**Run 1: signal wires on met1**

Cells faint in the background.
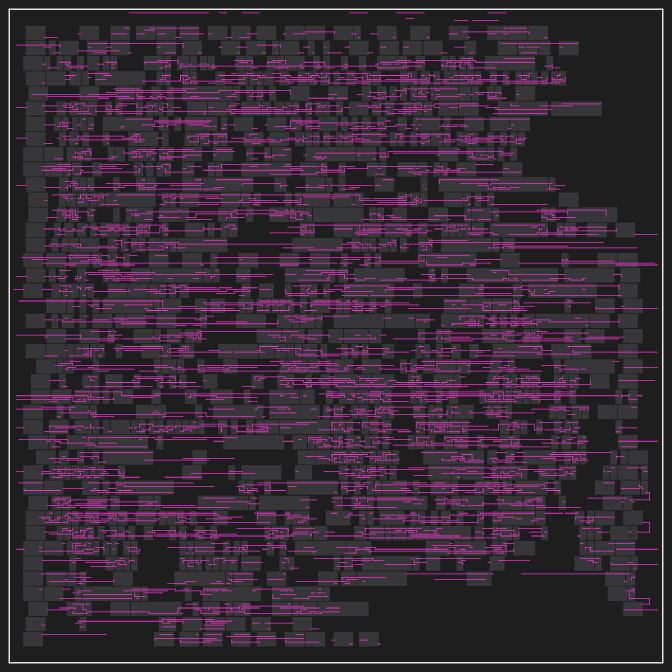
**Run 1: M2 wires**

The bar under the picture is 20 µm long.
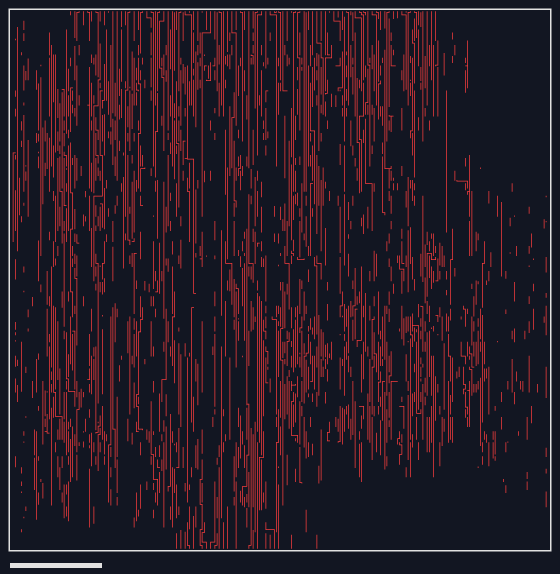
**Run 1: signal wires on met3**

The bar under the picture is 20 µm long.
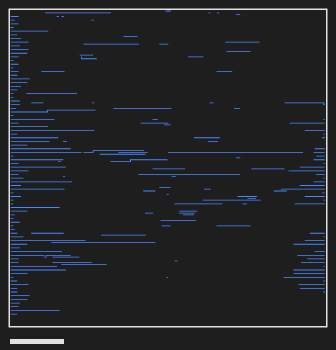
`src/rtl/output_port_allocator.sv`:
```
// ---------------------------------------------------------------------------
// output_port_allocator
//
// Round-robin switch allocator for one output direction of a mesh NoC router.
// Each cycle it picks one of the five input ports whose route direction
// selects this output. It registers the winning 32-bit single-flit packet
// onto the output link and tracks free downstream buffer slots with a credit
// counter.
//
// Ports:
//   clk            system clock, rising edge
//   rst_n          asynchronous active-low reset
//   in_valid[5]    input port i holds a packet
//   in_packet[160] packet of port i at [32*i +: 32]
//   in_dir[15]     route direction of port i at [3*i +: 3]
//   in_ready[5]    one-hot grant; the packet of that port is consumed this cycle
//   out_valid      out_packet/out_src carry a packet this cycle
//   out_packet[32] granted packet, registered
//   out_src[3]     index of the input that supplied out_packet
//   credit_return  downstream freed one buffer slot
//   credit_count[4] credits currently available
//   credit_err     sticky flag: a credit was returned while the counter was full
// ---------------------------------------------------------------------------
module output_port_allocator #(
    parameter logic [2:0] PORT_DIR   = 3'd0,
    parameter int         CREDITS    = 4,
    parameter int         NUM_INPUTS = 5
) (
    input  logic         clk,
    input  logic         rst_n,
    input  logic [4:0]   in_valid,
    input  logic [159:0] in_packet,
    input  logic [14:0]  in_dir,
    output logic [4:0]   in_ready,
    output logic         out_valid,
    output logic [31:0]  out_packet,
    output logic [2:0]   out_src,
    input  logic         credit_return,
    output logic [3:0]   credit_count,
    output logic         credit_err
);

    localparam logic [3:0] CREDIT_MAX = 4'(CREDITS);

    logic [4:0]  req;
    logic [2:0]  rr_ptr;
    logic [2:0]  win;
    logic        found;
    logic        grant;
    logic [31:0] sel_packet;

    // Saturating credit update: a return at full count is absorbed (and
    // flagged separately), a grant at zero cannot happen because grant is
    // already gated on a nonzero count.
    function automatic logic [3:0] next_credit(input logic [3:0] cnt,
                                               input logic       take,
                                               input logic       give);
        logic [3:0] nxt;
        nxt = cnt;
        if (take && !give) begin
            nxt = cnt - 4'd1;
        end else if (give && !take && cnt != CREDIT_MAX) begin
            nxt = cnt + 4'd1;
        end
        return nxt;
    endfunction

    // Stage 0: request decode and combinational round-robin arbitration
    always_comb begin
        req = '0;
        for (int i = 0; i < NUM_INPUTS; i++) begin
            req[i] = in_valid[i] && (in_dir[3*i +: 3] == PORT_DIR);
        end
    end

    // Scan starting at rr_ptr, wrapping 4 -> 0; the first requester wins.
    always_comb begin
        logic [3:0] pos;
        found = 1'b0;
        win   = 3'd0;
        pos   = 4'd0;
        for (int k = 0; k < NUM_INPUTS; k++) begin
            pos = {1'b0, rr_ptr} + 4'(k);
            if (pos >= 4'(NUM_INPUTS)) begin
                pos = pos - 4'(NUM_INPUTS);
            end
            if (!found && req[pos[2:0]]) begin
                found = 1'b1;
                win   = pos[2:0];
            end
        end
    end

    // rst_n gates the grant so no packet is acknowledged while reset is held.
    assign grant = found && (credit_count != 4'd0) && rst_n;

    // Only the granted port's data is selected, so idle ports cannot leak
    // unknown values onto the link.
    always_comb begin
        in_ready   = '0;
        sel_packet = '0;
        for (int i = 0; i < NUM_INPUTS; i++) begin
            if (grant && win == 3'(i)) begin
                in_ready[i] = 1'b1;
                sel_packet  = in_packet[32*i +: 32];
            end
        end
    end

    // Stage 1: output link register, round-robin pointer and credits
    always_ff @(posedge clk or negedge rst_n) begin
        if (!rst_n) begin
            out_valid    <= 1'b0;
            out_packet   <= '0;
            out_src      <= '0;
            rr_ptr       <= '0;
            credit_count <= CREDIT_MAX;
            credit_err   <= 1'b0;
        end else begin
            out_valid    <= grant;
            credit_count <= next_credit(credit_count, grant, credit_return);
            if (grant) begin
                out_packet <= sel_packet;
                out_src    <= win;
                rr_ptr     <= (win == 3'(NUM_INPUTS - 1)) ? 3'd0 : win + 3'd1;
            end
            if (credit_return && !grant && credit_count == CREDIT_MAX) begin
                credit_err <= 1'b1;
            end
        end
    end

endmodule
```
`config.mk`:
```
export PLATFORM = sky130hd
export DESIGN_NAME = output_port_allocator
export DESIGN_NICKNAME = d
export VERILOG_FILES = /design/src/rtl/output_port_allocator.sv
export SDC_FILE = /design/constraint.sdc
export NUM_CORES = 1
export LEC_CHECK = 0
export ABC_AREA = 1
export CORE_MARGIN = 2
export CORE_UTILIZATION = 38
export CTS_CLUSTER_DIAMETER = 60
export DETAILED_ROUTE_END_ITERATION = 16
export PLACE_DENSITY = 0.8
export SETUP_SLACK_MARGIN = 0.02
export SLEW_MARGIN = 5
export SYNTH_ARGS = -nofsm -noshare
export SYNTH_HDL_FRONTEND = slang
export SYNTH_SLANG_ARGS = --single-unit
```
`constraint.sdc`:
```
create_clock -name clk -period 4 [get_ports clk]
set_clock_uncertainty 0.2 [all_clocks]
set_input_delay 0.4 -clock clk [delete_from_list [all_inputs] [get_ports clk]]
set_output_delay 0.4 -clock clk [all_outputs]
set_load 0.01 [all_outputs]
```
==> results.cfg, run 1 <==
; yosys + openroad results
[placement]
dp_hpwl_mm = 13.5
dp_slack_ps = -9.13
place_inst = 1231

[floorplan]
num_io_pins = 229
fp_util_pct = 38.8
nWellTaps = 172

[yosys]
yosys.stat.seqShare_pct = 22.7
topCellsByArea = nand2_1 (25%), dfrtp_1 (22%), nand3_1 (12%)
avgSynthCellArea_um2 = 5.73
common_cells = nand2_1 (327), inv_1 (113), nand3_1 (112)
top_area_cell = nand2_1
synth.mux.area_fraction_pct = 0.206
top_cell = nand2_1

[final_timing]
rsz0062_at_grt = yes

[cells_and_area]
buf_share_pct = 33.1
most-common-layout-cells = nand2_1 (321), clkdlybuf4s50_1 (222), inv_1 (110), nand3_1 (105), dfrtp_1 (43)
ff_latch_area_mm2 = 0.00110
layout_top_cell = nand2_1
final_cell_area_mm2 = 0.00769
final_cells = 1250
diodes = 1
largest_reg_flops = 32
clk_share_pct = 2.31

[critical_path]
crit_family = simple AND/OR/NAND/NOR gates
endpoint = in_ready[3]
cp_slowest_cell = dfrtp_1
endpoint_kind = primary output
worstSetupPathType = register to primary output
startpoint_type = register

[clocking]
cts-htree-levels = 2
cts_tree = built
clk_path_buf_depth = 2
cts.repair.resized = 10

[run_status]
status = complete, no violations
Notes on 'signal wires on met1' above:
The layer carries 7,410 µm of wire. The wires run mostly horizontal. The longest straight run is 52.9 µm.
met1 Use GR: 31.9%
Routed Wire Length: 17.6 mm
routed vias: 5,992

Notes on 'M2 wires' above:
The layer holds 47% of the routed length. The layer carries 8,290 µm of wire. The longest straight run is 48.4 µm. 940 nets have wire on it.

Notes on 'signal wires on met3' above:
The longest straight run is 49.7 µm. The layer holds 8.0% of the routed length.

--- run 2 (diff from run 1) ---
--- a/config.mk
+++ b/config.mk
@@ -10,7 +10,7 @@
 export CORE_UTILIZATION = 38
 export CTS_CLUSTER_DIAMETER = 60
 export DETAILED_ROUTE_END_ITERATION = 16
-export PLACE_DENSITY = 0.8
+export PLACE_DENSITY = 0.75
 export SETUP_SLACK_MARGIN = 0.02
 export SLEW_MARGIN = 5
 export SYNTH_ARGS = -nofsm -noshare
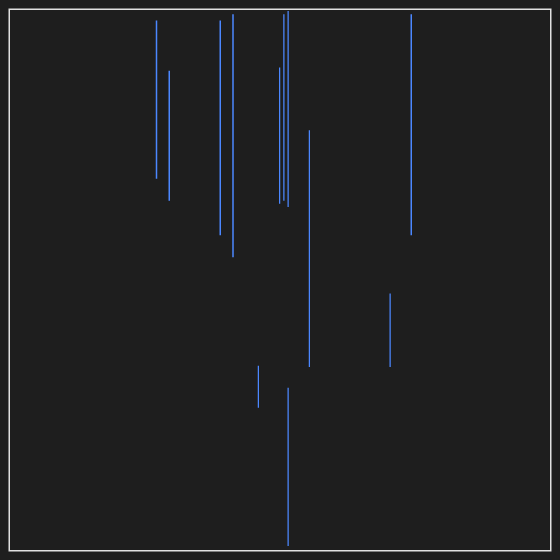
**Above:** run 2 (M4 wires).
The layer holds 2.5% of the routed length. The wires run mostly vertical. 11 nets have wire on it. The longest straight run is 52.4 µm. The layer carries 429 µm of wire.
Routed Wire Length: 17.5 mm
routed vias: 5,901

==> run 2 against run 1 <==
  * Area after synthesis stayed put
  * First-iteration DRC count is 20% higher
  * Final area is 0.65% lower
  * Worst hold slack lost 31 ps
  * Largest cell class unchanged
  * Maximum frequency shrank 1.4%
  * Flip-flop count stayed put
  * Global-route usage fell by 0.72 points
  * Non-clock buffer count is 2 lower
  * Highest routed layer unchanged
  * Via count fell by 1.5%
  * Sequential share of layout area increased by 0.094 points
==> results.cfg, run 2 <==
; yosys + openroad results
[cells_and_area]
buf_share_pct = 33.0
n_sequential_cell = 44
diodes = 0
ff_latch_area_mm2 = 0.00110
clk_share_pct = 1.95
layout_top_cell = nand2_1
largest_reg_flops = 32
final_cell_area_mm2 = 0.00764
final_cells = 1246
most-common-layout-cells = nand2_1 (321), clkdlybuf4s50_1 (222), inv_1 (110), nand3_1 (107), dfrtp_1 (43)

[placement]
place_inst = 1233
dp_hpwl_mm = 13.4
dp_slack_ps = 15.6

[yosys]
ys_chip_area_mm2 = 0.00485
edf_count = 0
top_area_cell = nand2_1
top_cell = nand2_1
top_cell_area_share_pct = 25.3
synth_warnings = 0
yosys_cells = 846
common_cells = nand2_1 (327), inv_1 (113), nand3_1 (112)
topCellsByArea = nand2_1 (25%), dfrtp_1 (22%), nand3_1 (12%)
synth.mux.area_fraction_pct = 0.206
avgSynthCellArea_um2 = 5.73

[floorplan]
chipWidth_um = 117
nWellTaps = 172
num_io_pins = 229
fp_util_pct = 38.8

[final_timing]
rsz0062_at_grt = yes

[critical_path]
cp_slowest_cell = dfrtp_1
critPathLaunch = rr_ptr[0]$_DFFE_PN0P_
endpoint = in_ready[1]
worstSetupPathType = register to primary output
endpoint_kind = primary output
startpoint_type = register
worstPathCellList = inv_2 -> ha_1 -> inv_1 -> fa_2 -> inv_4 -> nand3_2 -> nand2_4 -> nand2_1 -> nand3_1 -> nand3_1 -> nand2_2 -> nand3_1 -> nor2_2 -> nand3_1 -> nand3_2 -> inv_1 -> ha_2 -> nand2_2 -> inv_4 -> dlygate4sd2_1

[routing]
routed.top_layer = met4

[run_status]
status = complete, no violations

[clocking]
cts_tree = built
cts-htree-levels = 2
cts.repair.resized = 9

[global_route]
grt.busiest_layer = met2
met1_usage_pct = 31.6

[job]
warnings = 35
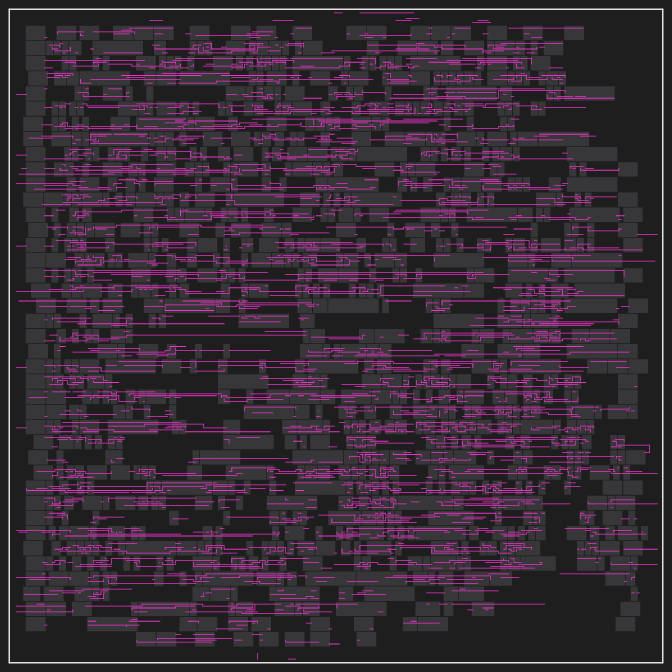
**Above:** run 2 (signal wires on met1).
Cells faint in the background.
1,113 nets have wire on it. The wires run mostly horizontal. The layer carries 7,340 µm of wire.

--- run 3 (diff from run 2) ---
--- a/config.mk
+++ b/config.mk
@@ -7,11 +7,13 @@
 export LEC_CHECK = 0
 export ABC_AREA = 1
 export CORE_MARGIN = 2
-export CORE_UTILIZATION = 38
+export CORE_UTILIZATION = 43
 export CTS_CLUSTER_DIAMETER = 60
 export DETAILED_ROUTE_END_ITERATION = 16
-export PLACE_DENSITY = 0.75
+export PLACE_DENSITY = 0.81
+export RECOVER_POWER = 100
 export SETUP_SLACK_MARGIN = 0.02
+export SKIP_LAST_GASP = 1
 export SLEW_MARGIN = 5
 export SYNTH_ARGS = -nofsm -noshare
 export SYNTH_HDL_FRONTEND = slang
==> constraint.sdc (replaced) <==
create_clock -name clk -period 3.75 [get_ports clk]
set_clock_uncertainty 0.2 [all_clocks]
set_input_delay 0.375 -clock clk [delete_from_list [all_inputs] [get_ports clk]]
set_output_delay 0.375 -clock clk [all_outputs]
set_load 0.01 [all_outputs]
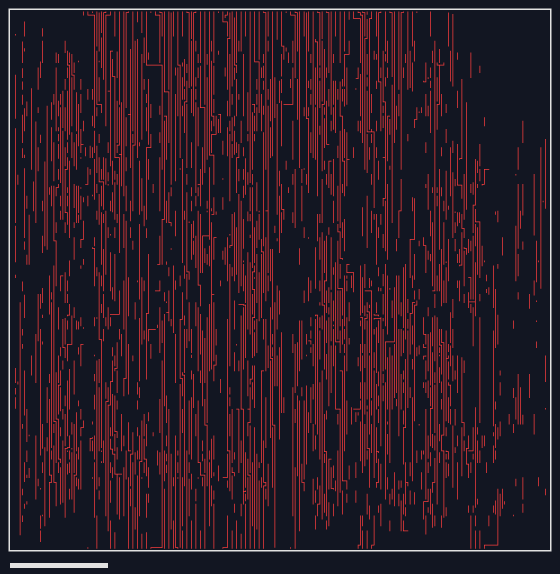
**Above:** run 3 (M2 wires).
The bar under the picture is 20 µm long.
971 nets have wire on it. The longest straight run is 51.0 µm. The layer holds 51% of the routed length. The layer carries 9,310 µm of wire. The wires run mostly vertical.
met2 Use GR: 48.7%
Routed Wire Length: 18.2 mm
routed vias: 6,175

==> run 3 against run 2 <==
  * Final area grew 6.2%
  * Critical endpoint unchanged
  * Via count grew 4.6%
  * Core utilization grew 13 points
  * Area after synthesis is the same
  * Register-to-register slack lost 130 ps
  * Worst hold slack gained 210 ps
  * Synthesized cell count is the same
  * The run now ends with capacitance limit, slew limit left
==> results.cfg, run 3 <==
; yosys + openroad results
[run_status]
status = finished, violations left
violations = capacitance limit, slew limit

[final_timing]
final_max_slew_viol_count = 45

[job]
max-cap-violations = 1

[yosys]
edf_count = 0
common_cells = nand2_1 (327), inv_1 (113), nand3_1 (112)
top_cell_area_share_pct = 25.3
top_cell = nand2_1
synth_warnings = 0
ys_chip_area_mm2 = 0.00485
yosys.stat.seqShare_pct = 22.7

[critical_path]
worstSetupPathType = register to primary output
startpoint_type = register
endpoint_kind = primary output
crit_family = simple AND/OR/NAND/NOR gates
worstPathCellList = inv_2 -> ha_4 -> inv_2 -> fa_2 -> clkinv_4 -> nand2_8 -> nand3_4 -> nand2_4 -> nand3b_1 -> nand3_1 -> nand2_1 -> nand3_2 -> nor2_1 -> nor2_1 -> nand3_2 -> buf_6 -> ha_4 -> nand2_2 -> clkinv_2 -> clkbuf_2

[cells_and_area]
clk_share_pct = 1.85
most-common-layout-cells = nand2_1 (316), clkdlybuf4s50_1 (181), inv_1 (109), nand3_1 (104), dfrtp_1 (43)
final_cell_area_mm2 = 0.00811
final_cells = 1242
buf_share_pct = 35.3

[clocking]
clk_path_buf_depth = 2
cts_tree = built

[global_route]
met1_usage_pct = 34.9

[floorplan]
chipWidth_um = 110
fp_util_pct = 44.4
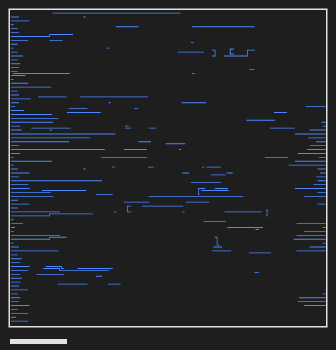
**Above:** run 3 (signal wires on met3).
The bar under the picture is 20 µm long.
The layer carries 1,290 µm of wire. The wires run mostly horizontal. 163 nets have wire on it. The longest straight run is 44.4 µm.
met3 Use GR: 5.64%

